==> config.mk <==
export PLATFORM = sky130hd
export DESIGN_NAME = branch_resolve_unit_flat
export DESIGN_NICKNAME = d
export VERILOG_FILES = /design/src/rtl/branch_resolve_unit_if.sv /design/src/rtl/branch_resolve_unit.sv /design/src/flat_wrapper.sv
export SDC_FILE = /design/constraint.sdc
export NUM_CORES = 1
export LEC_CHECK = 0
export CAP_MARGIN = 15
export CORE_MARGIN = 4
export CORE_UTILIZATION = 54
export DETAILED_ROUTE_END_ITERATION = 6
export PLACE_DENSITY = 0.93
export SYNTH_ARGS = -nofsm -noshare
export SYNTH_HDL_FRONTEND = slang
export SYNTH_SLANG_ARGS = --single-unit
==> constraint.sdc <==
create_clock -name clk -period 4.29 [get_ports clk]
set_clock_uncertainty 0.05 [all_clocks]
set_input_delay 0.858 -clock clk [delete_from_list [all_inputs] [get_ports clk]]
set_output_delay 0.858 -clock clk [all_outputs]
set_load 0.02 [all_outputs]
==> images/flops_by_reg.png <==
(3 px per um) Other sequential cells in the stronger gray, the rest of the logic in the fainter gray.
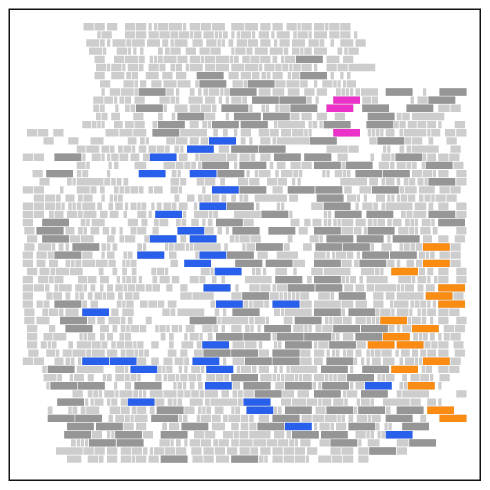
- orange: u_core.br_cnt (placed flops 16)
- magenta: u_core.s1_funct3 (placed flops 3)
- blue: u_core.s1_target (placed flops 32)
sequential cell area share: 32.6%
Flop area: 5100 sq um

==> images/congestion.png <==
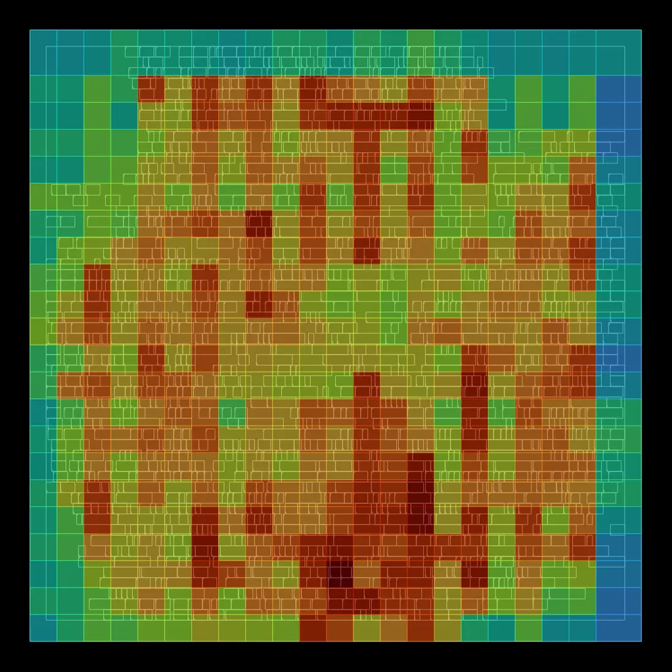
Total GRT Usage: 29.4%
final core utilization: 72.0%
gr busiest metal: met2
met2 Track Usage GR: 49.2%

==> images/detail.png <==
Region (105, 105) to (130, 130) um. Cells in gray, sequential cells in the stronger gray; small squares are vias.
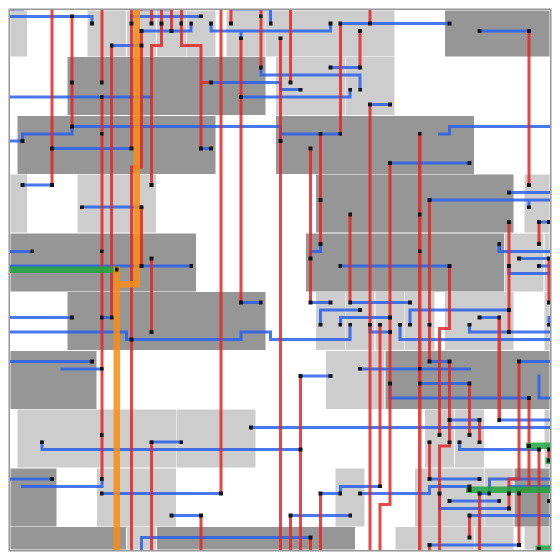
- orange: metal 4
- red: metal 2
- blue: metal 1
- green: metal 3
- most frequent: dfrtp_1 (9), nand2_1 (7), nor2_1 (4)
- sequential cells in the window: 9
- cells with their middle in the window: 34

==> images/logic_types.png <==
(2 px per um)
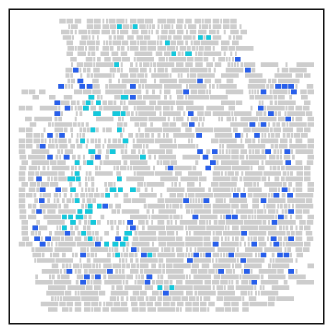
- blue: xor and xnor cells (cells 102; most used xor2_1)
- cyan: non-inverting ao/oa cells (cells 56; most used a21o_1)
Non-Filler Instances: 1853
Comb/total area: 41.0%
most frequent logic cell in the layout: clkdlybuf4s50_1

==> images/layer_met1.png <==
(2 px per um)
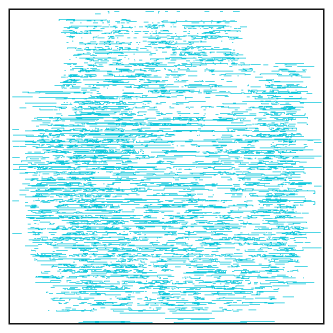
- main direction: horizontal
- longest straight run: 38.6 um
- share of all routed wire: 40%
- wire length on this layer: 14700 um
- nets with wire on the layer: 1621
met1 GRT Util: 39.1%
via count: 11100

==> results.toml <==
# physical design summary
[yosys]
yosysTopAreaCellShare_pct = 42.9
compound_area_share_pct = 13.4
avgSynthCellArea_sq_um = 9.13
edf_count = 0
async_flop_share_pct = 100
yosysUniqueCellTypes = 71
ys_sh_adder_pct = 7.10
yosysWarningCount = 0
netlist_area_sq_um = 11900
ys_top_logic_family = "simple AND/OR/NAND/NOR gates"
most_common_cell = "nand2_1"
ys_top_cells_by_count = "nand2_1, dfrtp_1, o21ai_0, nor2_1"
ys_sh_xor_pct = 7.50

[clock_network]
cts_max_path_buffers = 3
ctsHoldBuffers = 0
clkTransAtPathRegs_ps = 60
ctsResizeCount = 0

[routing]
viasPerCell = 5.97
routed_wl_um = 36800
wl_met3_um = 2570
top_layer = "met4"
wl_met2_um = 17800

[finish]
final-clk-cell-share_pct = 5.13
drive_above_1_share_pct = 6.49
n_antenna_cell = 1
combGateArea_sq_um = 6430
n_fill_cell = 1507
num-multi-input-gates = 1002
fin_nets = 1792
nNonClkBuffers = 277
seq_cells = 204
fin_area_sq_um = 15700

[sta]
finalMaxSlewViolations = 0
min_period_ps = 3260
setup_violations = 0

[setup_path]
worstPathArrival_ps = 3600
cp_top_family = "AND-OR/OR-AND gates"
critical_path.cell_chain = "clkdlybuf4s50_1 -> ha_1 -> o21ai_0 -> o21ai_0 -> nand3_1 -> a41oi_1 -> a311oi_1 -> nand3b_1"
path_depth = 8
path_buffers = 1
ff2ff_path_depth = 6
crit_required_ps = 4640

[power]
powerSeq_uw = 2600
p_leak_uw = 0.00722
pg_clk_uw = 2080
p_sw_uw = 2190
vdd_drop_max_uv = 320
p_clk_share_pct = 31.2

[global_route]
grt_overflow = 0
grt_pass1_wl_um = 58100
met3_usage_pct = 3.82

[min_path]
hp-class = "primary input to async pin"

[floorplan]
fp_util_pct = 54.8
dieArea_sq_um = 24500
die_width_um = 157
rows = 54

[job]
warnings = 32

[placed_design]
hpwl_um = 26900
port-buffer-count = 270

[status]
status = "finished clean"
